==> config.mk <==
export PLATFORM = sky130hd
export DESIGN_NAME = syscall_input
export DESIGN_NICKNAME = d
export VERILOG_FILES = /design/src/rtl/syscall_input.sv
export SDC_FILE = /design/constraint.sdc
export NUM_CORES = 1
export LEC_CHECK = 0
export CAP_MARGIN = 0
export CORE_ASPECT_RATIO = 1.75
export CORE_UTILIZATION = 40
export CTS_CLUSTER_DIAMETER = 40
export DETAILED_ROUTE_END_ITERATION = 8
export GPL_ROUTABILITY_DRIVEN = 0
export PLACE_DENSITY = 0.71
export SLEW_MARGIN = 5
export SYNTH_ARGS = -nofsm -noshare
export SYNTH_HDL_FRONTEND = slang
export SYNTH_SLANG_ARGS = --single-unit
==> constraint.sdc <==
create_clock -name clk -period 5.7 [get_ports clk]
set_input_delay 1.14 -clock clk [delete_from_list [all_inputs] [get_ports clk]]
set_output_delay 1.14 -clock clk [all_outputs]
set_load 0.005 [all_outputs]
==> src/rtl/syscall_input.sv <==
// syscall_input: services read_int (v0=5) and read_string (v0=8)
// syscalls from a byte-wide console stream while freezing the pipeline.
//
// Ports:
//   clk, reset        clock, asynchronous active-high reset
//   syscall_control   decode stage flags a syscall instruction
//   v0, a0, a1        syscall code, string base address, buffer size
//   in_valid/in_ready console byte handshake, in_data is the byte
//   sysstall          pipeline freeze request (combinational)
//   rd_we, rd_data    one-cycle write of the read_int/read_char result to v0
//   mem_we, mem_addr, mem_wdata  byte write into data memory
//
// Optional feature: define SYSCALL_READ_CHAR_EN to add read_char (v0=12).
module syscall_input (
    input  logic        clk,
    input  logic        reset,
    input  logic        syscall_control,
    input  logic [31:0] v0,
    input  logic [31:0] a0,
    input  logic [31:0] a1,
    input  logic        in_valid,
    input  logic [7:0]  in_data,
    output logic        in_ready,
    output logic        sysstall,
    output logic        rd_we,
    output logic [31:0] rd_data,
    output logic        mem_we,
    output logic [31:0] mem_addr,
    output logic [7:0]  mem_wdata
);

    localparam logic [31:0] CODE_INT = 32'd5;
    localparam logic [31:0] CODE_STR = 32'd8;
    localparam logic [7:0]  CH_NL    = 8'h0A;
    localparam logic [7:0]  CH_MINUS = 8'h2D;

`ifdef SYSCALL_READ_CHAR_EN
    localparam logic [31:0] CODE_CHR = 32'd12;

    typedef enum logic [2:0] {
        S_IDLE, S_INT, S_STR, S_TERM, S_WB, S_CHR
    } state_t;
`else
    typedef enum logic [2:0] {
        S_IDLE, S_INT, S_STR, S_TERM, S_WB
    } state_t;
`endif

    state_t      state;
    state_t      state_next;
    logic [31:0] base;
    logic [31:0] size;
    logic [31:0] idx;
    logic [31:0] acc;
    logic        neg;
    logic        first;

    logic        is_int;
    logic        is_str;
    logic        is_chr;
    logic        start;
    logic        load;
    logic        accept;
    logic        is_digit;
    logic [31:0] digit;

    assign is_int = (v0 == CODE_INT);
    assign is_str = (v0 == CODE_STR);
`ifdef SYSCALL_READ_CHAR_EN
    assign is_chr = (v0 == CODE_CHR);
`else
    assign is_chr = 1'b0;
`endif
    assign start = syscall_control && (is_int || is_str || is_chr);

    assign accept   = in_valid && in_ready;
    assign is_digit = (in_data >= 8'h30) && (in_data <= 8'h39);
    assign digit    = {24'd0, in_data - 8'h30};
    assign load     = (state == S_IDLE) && (state_next != S_IDLE);

    // The reset gate keeps the freeze request low while reset is held,
    // even if the decode stage is presenting a syscall.
    assign sysstall = !reset && ((state != S_IDLE) || start);

    always_comb begin
        state_next = state;
        in_ready   = 1'b0;
        rd_we      = 1'b0;
        rd_data    = 32'd0;
        mem_we     = 1'b0;
        mem_addr   = 32'd0;
        mem_wdata  = 8'd0;
        unique case (state)
            S_IDLE: begin
                if (syscall_control) begin
                    if (is_int)
                        state_next = S_INT;
                    else if (is_str)
                        state_next = S_STR;
`ifdef SYSCALL_READ_CHAR_EN
                    else if (is_chr)
                        state_next = S_CHR;
`endif
                end
            end
            S_INT: begin
                in_ready = 1'b1;
                if (in_valid && in_data == CH_NL)
                    state_next = S_WB;
            end
            S_STR: begin
                // Slot n-1 is reserved for the NUL terminator, so a
                // one-byte buffer goes to TERM without taking input.
                if (size == 32'd0) begin
                    state_next = S_IDLE;
                end else if (idx == size - 32'd1) begin
                    state_next = S_TERM;
                end else begin
                    in_ready = 1'b1;
                    if (in_valid) begin
                        mem_we    = 1'b1;
                        mem_addr  = base + idx;
                        mem_wdata = in_data;
                        if (in_data == CH_NL ||
                            idx + 32'd1 == size - 32'd1)
                            state_next = S_TERM;
                    end
                end
            end
            S_TERM: begin
                mem_we     = 1'b1;
                mem_addr   = base + idx;
                state_next = S_IDLE;
            end
            S_WB: begin
                rd_we      = 1'b1;
                rd_data    = neg ? -acc : acc;
                state_next = S_IDLE;
            end
`ifdef SYSCALL_READ_CHAR_EN
            S_CHR: begin
                in_ready = 1'b1;
                if (in_valid)
                    state_next = S_WB;
            end
`endif
            default: state_next = S_IDLE;
        endcase
    end

    always_ff @(posedge clk or posedge reset) begin
        if (reset) begin
            state <= S_IDLE;
            base  <= 32'd0;
            size  <= 32'd0;
            idx   <= 32'd0;
            acc   <= 32'd0;
            neg   <= 1'b0;
            first <= 1'b0;
        end else begin
            state <= state_next;
            if (load) begin
                base  <= a0;
                size  <= a1;
                idx   <= 32'd0;
                acc   <= 32'd0;
                neg   <= 1'b0;
                first <= 1'b1;
            end
            if (accept) begin
                if (state == S_INT) begin
                    first <= 1'b0;
                    if (first && in_data == CH_MINUS)
                        neg <= 1'b1;
                    else if (is_digit)
                        acc <= acc * 32'd10 + digit;
                end else if (state == S_STR) begin
                    idx <= idx + 32'd1;
                end
`ifdef SYSCALL_READ_CHAR_EN
                else if (state == S_CHR) begin
                    acc <= {24'd0, in_data};
                end
`endif
            end
        end
    end

endmodule

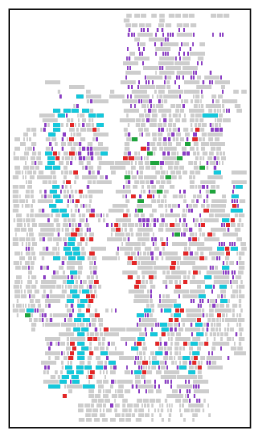
run_1/gate_families.png
| family | color | cells |
|---|---|---|
| multiplexers | green | 14 |
| NAND gates | purple | 388 |
| AND-OR and OR-AND gates | red | 83 |
| adder and majority cells | cyan | 102 |
most numerous logic cell after layout: nand2_1
logic share of the area: 57.2%

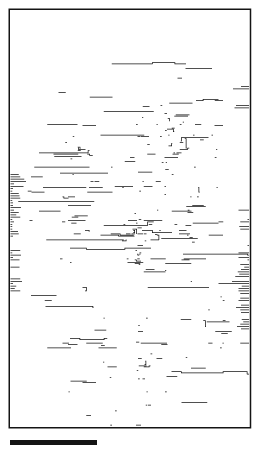
run_1/met3.png
The bar under the picture is 50 um long.
nets with wire on the layer: 198
wire length on this layer: 1,750 um
longest straight run: 43.9 um
share of all routed wire: 4.1%
GRT met3 Usage: 3.88%
Via Count: 12,900
WL final: 42,500 um

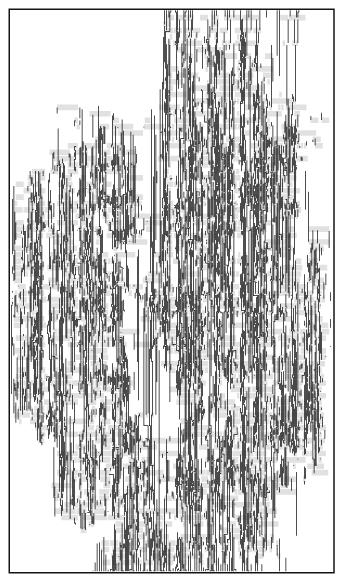
run_1/met2.png
Cells faint in the background.
longest straight run: 78.9 um
share of all routed wire: 53%
wire length on this layer: 22.7 mm
main direction: vertical
nets with wire on the layer: 1,710
met2 track demand over resource: 49.9%

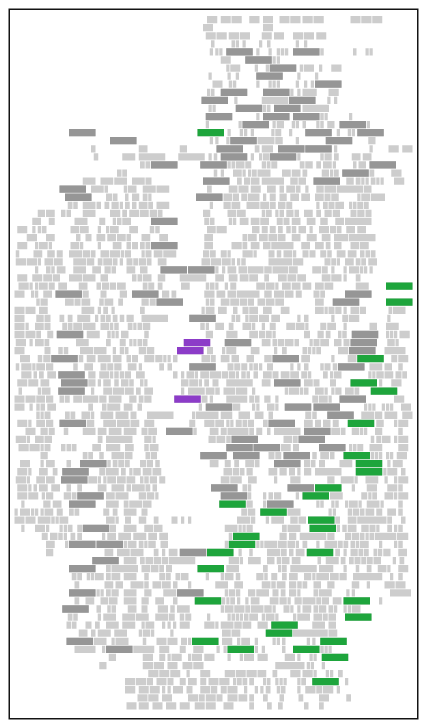
run_1/registers.png
Other sequential cells in the stronger gray, the rest of the logic in the fainter gray.
| netlist name | color | flops |
|---|---|---|
| base | green | 32 |
| state | purple | 3 |
Flop area: 3330 um^2
Finished Core Util: 50.1%
seq pwr: 1.53 mW
Seq/total area: 21.1%

==> results.cfg, run 1 <==
; physical design summary
[setup_path]
required_ns = 4.56
cp-start-kind = flop
arrival_ns = 4.43
rr_endpoint = acc[31]$_DFF_PP0_
reg2regPathDepth = 13
criticalPathCategory = flop to primary output
rrSetupSlack_ns = 1.00
crit_start = size[6]$_DFFE_PP0P_
reg2reg_from = acc[2]$_DFF_PP0_
cp-endpoint = mem_addr[21]
critPathMaxFanout = 9
end_kind = primary output

[sta]
timing.fmax_mhz = 179
setup_viol = 0
slew_headroom_pct = 30.2
drv_slew = 0
fin_tns_setup_ns = 0
hold_viol = 0
fin_crit_ns = 5.57
finalClockPeriodUsage_pct = 97.8
finClkSkew_ns = 0.0120
worst-slew-pin-transition_ns = 1.05
worst_slack_ns = 0.128

[grt]
grt_use_met1_pct = 26.5
top_usage_layer = met2
grt_pass1_wl_um = 67000
antenna_found_initial = 0
grtUsageTotal_pct = 26.8
grt_max_degree = 63
overflow = 0

[floorplan]
nWellTaps = 396
io_pins = 184
initCoreUtil_pct = 40.7
core-area_um2 = 31400
die_y_um = 239
chip_area_um2 = 32700
rows = 86
die_width_um = 137

[cts]
clk_latency_ns = 0.45
cts.sinks = 133
cts_hold_buf = 0
cts_resized = 136
cts-buffers-inserted = 17
htreeDepth = 4
cts_tree = built
clock_path_buffers = 2
clk_pin_slew_worst_paths_ns = 0.06
post_cts_buffers = 13

[routing]
wl_met1_um = 15200
avgViaCountPerCell = 5.83
ant_nets = 0
drt-pass1-iter-count = 5
routedWlPerCell_um = 19.2
met3_length_um = 1750
highest_layer = met4
wl_met2_um = 22700
route.detailed.drc = 0
drtIter0Drc = 711

[synth]
synth_area_um2 = 12800
syn_avg_cell_area_um2 = 7.79
ys_warn_count = 0
most_common_cell = nand2_1
synthArstFlopShare_pct = 100
yosys.area_share.adder_pct = 10.2
synth_top_cell_by_area = dfrtp_1
ys_seq_share_pct = 26.0
yosys.area_share.xor_xnor_pct = 13.4
synth_top_area_share_pct = 26.0
ys_cells = 1641
top_cells_by_count = nand2_1 (270), dfrtp_1 (133), nor2_1 (132)
yosys-mux-area-fraction_pct = 1.12
synth-edff-count = 0
synthCells = 1641
synth.area.top_cells = dfrtp_1 (26%), ha_1 (9.7%), nand2_1 (7.9%)
topCombFamilyByArea = simple AND/OR/NAND/NOR gates
yosys-stat-area_um2 = 12800
synth.distinct_cells = 80
ys_sh_aoi_pct = 17.6
ys_ff = 133
synthesis.nets = 1851
ys.flop_type = dfrtp_1

[worst_hold_path]
min-delay-path-class = flop to flop
hold_start = base[26]$_DFFE_PP0P_
hold_depth = 2
whs_endpoint = base[26]$_DFFE_PP0P_

[cells_and_area]
area_growth_pct = 23.2
nets = 2011
drive_above_1_share_pct = 8.00
clk_share_pct = 3.53
dominant_cells = logic gates
finalNonFillerCells = 2209
ff_count = 133
combGateArea_um2 = 9020
bufAreaShareNonClock_pct = 13.8
final_cell_area_um2 = 15700
comb_cells = 1374
nClkBuffers = 22
antennaDiodeCount = 0
fill_cells = 3020
mostFrequentLayoutCells = nand2_1 (270), clkdlybuf4s50_1 (150), dfrtp_1 (133)
buffers = 228
inv_count = 47

[run]
warnings = 29
drv_cap = 0

[pwr]
peakVddDrop_mv = 0.213
powerDensity_nw_per_um2 = 307
p_total_mw = 4.84
p_leak_nw = 7.30

[place]
dp.cells = 2161
dpl-instance-area_um2 = 15000
dp_hpwl_um = 32000
place_ws_ns = 0.229
port_buffers = 183

[status]
status = finished clean
[run 1: where the power goes]
group / switching [mW] / leakage, nW / total (mW) / internal [mW]
registers: 0.340 / 1.74 / 1.53 / 1.19
clock network: 0.447 / 0.265 / 1.05 / 0.602
logic: 1.25 / 5.29 / 2.27 / 1.01
[run 1: critical path: stages, from the launching register on]
cell      delay (ns)
dfrtp_1         0.48
or4_1           0.57
buf_4           0.18
or4_1           0.56
nor4_4          0.34
xnor2_1         0.15
a21boi_0        0.19
nand4_1         0.16
nor4_4          0.43
nor2_4          0.08
a31oi_4         0.18
buf_6           0.15
buf_12          0.12
buf_16          0.12
buf_12          0.11
nor2_1          0.04
buf_2           0.12
==> inputs of run 2 (changes only) <==
--- a/config.mk
+++ b/config.mk
@@ -7,11 +7,11 @@
 export LEC_CHECK = 0
 export CAP_MARGIN = 0
 export CORE_ASPECT_RATIO = 1.75
-export CORE_UTILIZATION = 40
+export CORE_UTILIZATION = 50
 export CTS_CLUSTER_DIAMETER = 40
 export DETAILED_ROUTE_END_ITERATION = 8
 export GPL_ROUTABILITY_DRIVEN = 0
-export PLACE_DENSITY = 0.71
+export PLACE_DENSITY = 0.83
 export SLEW_MARGIN = 5
 export SYNTH_ARGS = -nofsm -noshare
 export SYNTH_HDL_FRONTEND = slang
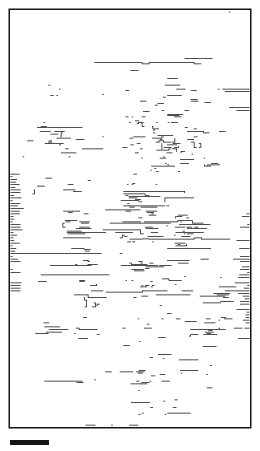
run_2/met3.png
The bar under the picture is 20 um long.
share of all routed wire: 4.6%
wire length on this layer: 1,950 um
nets with wire on the layer: 259
Via Count: 13,200
GRT met3 Usage: 4.36%
WL final: 42,100 um

==> run 2 against run 1 <==
Compared with the run above: clock skew up 0.0029 ns; hold slack about the same; maximum frequency up 0.56%; sequential share of layout area down 0.18 points; register-to-register slack about the same; clock power up about 20%; critical endpoint is now mem_addr[30].
==> results.cfg, run 2 <==
; physical design summary
[sta]
hold_viol = 0
setup_viol = 0
rsz0062_at_grt = no
drv_slew = 0
fin_crit_ns = 5.54
fin_tns_setup_ns = 0
slew_headroom_pct = 29.1
holdWs_ns = 0.487
worst_slack_ns = 0.159
timing.fmax_mhz = 180
worst-slew-pin-transition_ns = 1.06
finalClockPeriodUsage_pct = 97.2
finClkSkew_ns = 0.0148

[routing]
ant_nets = 0
drt-pass1-iter-count = 7
drtIter0Drc = 872
routedWlPerCell_um = 19.7
route.detailed.drc = 0
avgViaCountPerCell = 6.16

[setup_path]
rr_endpoint = acc[31]$_DFF_PP0_
cp-start-kind = flop
crit_start = size[0]$_DFFE_PP0P_
arrival_ns = 4.40
critPathMaxFanout = 5
end_kind = primary output
reg2reg_from = acc[6]$_DFF_PP0_
cp-endpoint = mem_addr[30]
reg2regPathDepth = 13
criticalPathCategory = flop to primary output
required_ns = 4.56
rrSetupSlack_ns = 1.00

[cells_and_area]
fin_util_pct = 63.2
area_growth_pct = 24.3
ff_count = 133
sh_comb_area_pct = 56.8
nClkBuffers = 17
finalNonFillerCells = 2139
drive_above_1_share_pct = 8.23
mostFrequentLayoutCells = nand2_1 (269), clkdlybuf4s50_1 (150), dfrtp_1 (132)
comb_cells = 1374
fill_cells = 2072
seq_area_share_pct = 21.0
inv_count = 47
bufAreaShareNonClock_pct = 14.6
dominant_cells = logic gates
flop_area_um2 = 3330
combGateArea_um2 = 9030
final_cell_area_um2 = 15900
nets = 2020
layout_top_cell = nand2_1
buffers = 237
clk_share_pct = 4.05
antennaDiodeCount = 0

[cts]
root_buffer = clkbuf_16
htreeDepth = 4
post_cts_buffers = 20
cts_hold_buf = 0
cts_resized = 110
clock_path_buffers = 2
cts_tree = built
cts-buffers-inserted = 17
clk_latency_ns = 0.44
clk_pin_slew_worst_paths_ns = 0.06
cts.sinks = 133

[pwr]
swShare_pct = 41.3
pg_clk_mw = 1.23
p_total_mw = 5.08
internal_power_mw = 2.98
p_leak_nw = 7.40
power_switching_mw = 2.10
powerSeq_mw = 1.52
maxPowerGroup = combinational cells
powerDensity_nw_per_um2 = 320
sequentialPowerShare_pct = 30.0
peakVddDrop_mv = 0.220
power.share.combinational_pct = 45.8
comb_power_mw = 2.33
pwr-share-clk_pct = 24.3

[run]
drv_cap = 0
warnings = 29

[synth]
top_cells_by_count = nand2_1 (270), dfrtp_1 (133), nor2_1 (132)
synthesis.nets = 1851
synth-edff-count = 0
synth.distinct_cells = 80
syn_avg_cell_area_um2 = 7.79
yosys.area_share.simple_pct = 27.3
ys_ff = 133
ys_cells = 1641
ys_warn_count = 0
ys_seq_share_pct = 26.0
topCombFamilyByArea = simple AND/OR/NAND/NOR gates
yosys-mux-area-fraction_pct = 1.12
synth_top_area_share_pct = 26.0
synth.area.top_cells = dfrtp_1 (26%), ha_1 (9.7%), nand2_1 (7.9%)
ys.flop_type = dfrtp_1
synthCells = 1641
ys_sh_aoi_pct = 17.6
yosys-stat-area_um2 = 12800
yosys.area_share.xor_xnor_pct = 13.4
most_common_cell = nand2_1
yosys.area_share.adder_pct = 10.2
synth_area_um2 = 12800
synthArstFlopShare_pct = 100
synth_top_cell_by_area = dfrtp_1

[place]
dp_hpwl_um = 30600
dpl-instance-area_um2 = 14900
port_buffers = 183
dp.cells = 2081
place_ws_ns = 0.161

[worst_hold_path]
hold_start = base[2]$_DFFE_PP0P_
whs_endpoint = base[2]$_DFFE_PP0P_
min-delay-path-class = flop to flop
hold_depth = 2

[status]
status = finished clean

[floorplan]
io_pins = 184
initCoreUtil_pct = 50.9
rows = 77
chip_area_um2 = 26200
core-area_um2 = 25100
nWellTaps = 316
die_width_um = 123
die_y_um = 214

[grt]
grt_pass1_wl_um = 65900
overflow = 0
antenna_found_initial = 0
grtUsageTotal_pct = 32.7
grt_max_degree = 86
first_global_vias = 13100
[run 2: metal layers]
layer	vias up	track usage, %	part of all wire (%)
li1	6181	-	-
met1	6252	32.7	35
met2	565	60.3	53
met3	187	4.36	4.6
met4	0	25.0	7.2
met5	-	0	0
[run 2: critical path, cell delays in order (launching register included)]
cell and delay [ns]:
dfrtp_1 0.40, buf_4 0.14, buf_4 0.13, or4_1 0.64, or4_1 0.49, a21oi_1 0.17, o2111ai_1 0.11, nor4b_1 0.29
nand4_1 0.22, nor4_4 0.35, nor2_2 0.10, a31oi_4 0.21, buf_12 0.15, buf_16 0.10, buf_8 0.10, buf_6 0.10
buf_6 0.08, a21oi_2 0.02, buf_2 0.13
==> inputs of run 3 (changes only) <==
--- a/config.mk
+++ b/config.mk
@@ -11,8 +11,10 @@
 export CTS_CLUSTER_DIAMETER = 40
 export DETAILED_ROUTE_END_ITERATION = 8
 export GPL_ROUTABILITY_DRIVEN = 0
+export HOLD_SLACK_MARGIN = 0.06
 export PLACE_DENSITY = 0.83
-export SLEW_MARGIN = 5
+export SETUP_SLACK_MARGIN = 0.05
+export SLEW_MARGIN = 25
 export SYNTH_ARGS = -nofsm -noshare
 export SYNTH_HDL_FRONTEND = slang
 export SYNTH_SLANG_ARGS = --single-unit
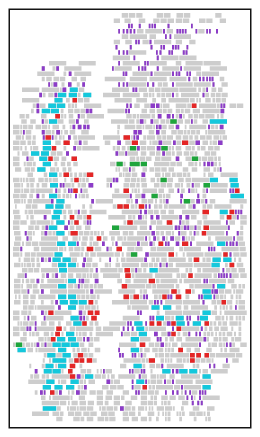
run_3/gate_families.png
| family | color | cells |
|---|---|---|
| NAND gates | purple | 388 |
| multiplexers | green | 14 |
| AND-OR and OR-AND gates | red | 83 |
| adder and majority cells | cyan | 102 |
fin cells: 2,140
logic share of the area: 57.0%

==> run 3 against run 2 <==
Compared with the run above: via count is 0.37% higher; clock skew down 0.0041 ns; maximum frequency decreased by 0.89%; core utilization is essentially flat; sequential share of layout area is essentially flat; die size stayed put; largest power group unchanged; highest routed layer unchanged.
==> results.cfg, run 3 <==
; physical design summary
[floorplan]
rows = 77
die_width_um = 123
io_pins = 184
die_y_um = 214
nWellTaps = 316

[setup_path]
cp.depth = 17
crit_start = size[1]$_DFFE_PP0P_
crit_top_cell = buf_6
crit_family = simple AND/OR/NAND/NOR gates
critPathMaxFanout = 5
worstPathCellList = buf_4 -> buf_4 -> or4_1 -> or4_1 -> a21oi_1 -> o2111ai_1 -> nor4b_1 -> nand4_1 -> nor4_4 -> nor2_2 -> a31oi_4 -> buf_6 -> buf_6 -> buf_6 -> buf_16 -> a211oi_2 -> buf_2
criticalPathCategory = flop to primary output
required_ns = 4.56
rr_endpoint = acc[31]$_DFF_PP0_
reg2reg_from = acc[2]$_DFF_PP0_
rrSetupSlack_ns = 0.96

[routing]
drt-pass1-iter-count = 6
wl_met2_um = 22300
route.detailed.drc = 0
vias = 13200
totalWireLength_um = 42300
drtIter0Drc = 845
highest_layer = met4
met3_length_um = 2080
routedWlPerCell_um = 19.8

[synth]
ys_cells = 1641
yosys-stat-area_um2 = 12800
most_common_cell = nand2_1
synth.distinct_cells = 80
syn_avg_cell_area_um2 = 7.79
synthCells = 1641
ys_ff = 133
ys_seq_share_pct = 26.0
synth-edff-count = 0

[cells_and_area]
inv_count = 47
clk_share_pct = 4.05
antennaDiodeCount = 1
dominant_cells = logic gates
ff_count = 133
nClkBuffers = 17
final_cell_area_um2 = 15900
fill_cells = 2062
fin_util_pct = 63.2
buffers = 237
seq_area_share_pct = 21.0
drive_above_1_share_pct = 9.16
mostFrequentLayoutCells = nand2_1 (269), clkdlybuf4s50_1 (150), dfrtp_1 (132)
comb_cells = 1374

[pwr]
p_total_mw = 5.09
pwr-share-clk_pct = 24.3
maxPowerGroup = combinational cells
p_leak_nw = 7.41
powerDensity_nw_per_um2 = 320
pg_clk_mw = 1.24
internal_power_mw = 2.97

[sta]
rsz0062_at_grt = no
fin_tns_setup_ns = 0
drv_slew = 0
holdWs_ns = 0.486
timing.fmax_mhz = 179
worst_slack_ns = 0.109
finClkSkew_ns = 0.0108
slew_headroom_pct = 37.6

[cts]
cts_hold_buf = 0
cts-buffers-inserted = 17
clk_pin_slew_worst_paths_ns = 0.06
cts_resized = 149
root_buffer = clkbuf_16

[grt]
use_met2_pct = 60.7
first_global_vias = 13100
grt_use_met3_pct = 5.00
antenna_found_initial = 1
grt_pass1_wl_um = 66400
overflow = 0
grt_max_degree = 86

[place]
dp_hpwl_um = 30600
place_ws_ns = 0.161
dp.cells = 2081

[run]
drv_cap = 0

[status]
status = finished clean

[worst_hold_path]
hold_start = base[7]$_DFFE_PP0P_
hold_depth = 2
run 3: cell count changes in the layout (fill, tap and decap cells not counted), sizes merged:
cell / delta
buf: +12
clkdlybuf4s15: -4
diode: +1
dlygate4sd2: -8
run 3: kinds of logic (layout without fill, tap and decap cells):
| family | count (synthesis) | in the layout | share of synthesized area [%] |
|---|---|---|---|
| AND/OR/NAND/NOR | 724 | 724 | 27.3 |
| AND-OR/OR-AND | 340 | 340 | 17.6 |
| XOR/XNOR | 194 | 194 | 13.4 |
| buffers and inverters | 134 | 316 | 4.33 |
| flip-flops | 133 | 133 | 26.0 |
| adder cells (fa/ha/maj) | 102 | 102 | 10.2 |
| multiplexers | 14 | 14 | 1.12 |
| other | 0 | 1 | 0 |
Power figures rest on the tool's default switching activity, not on a simulated workload.
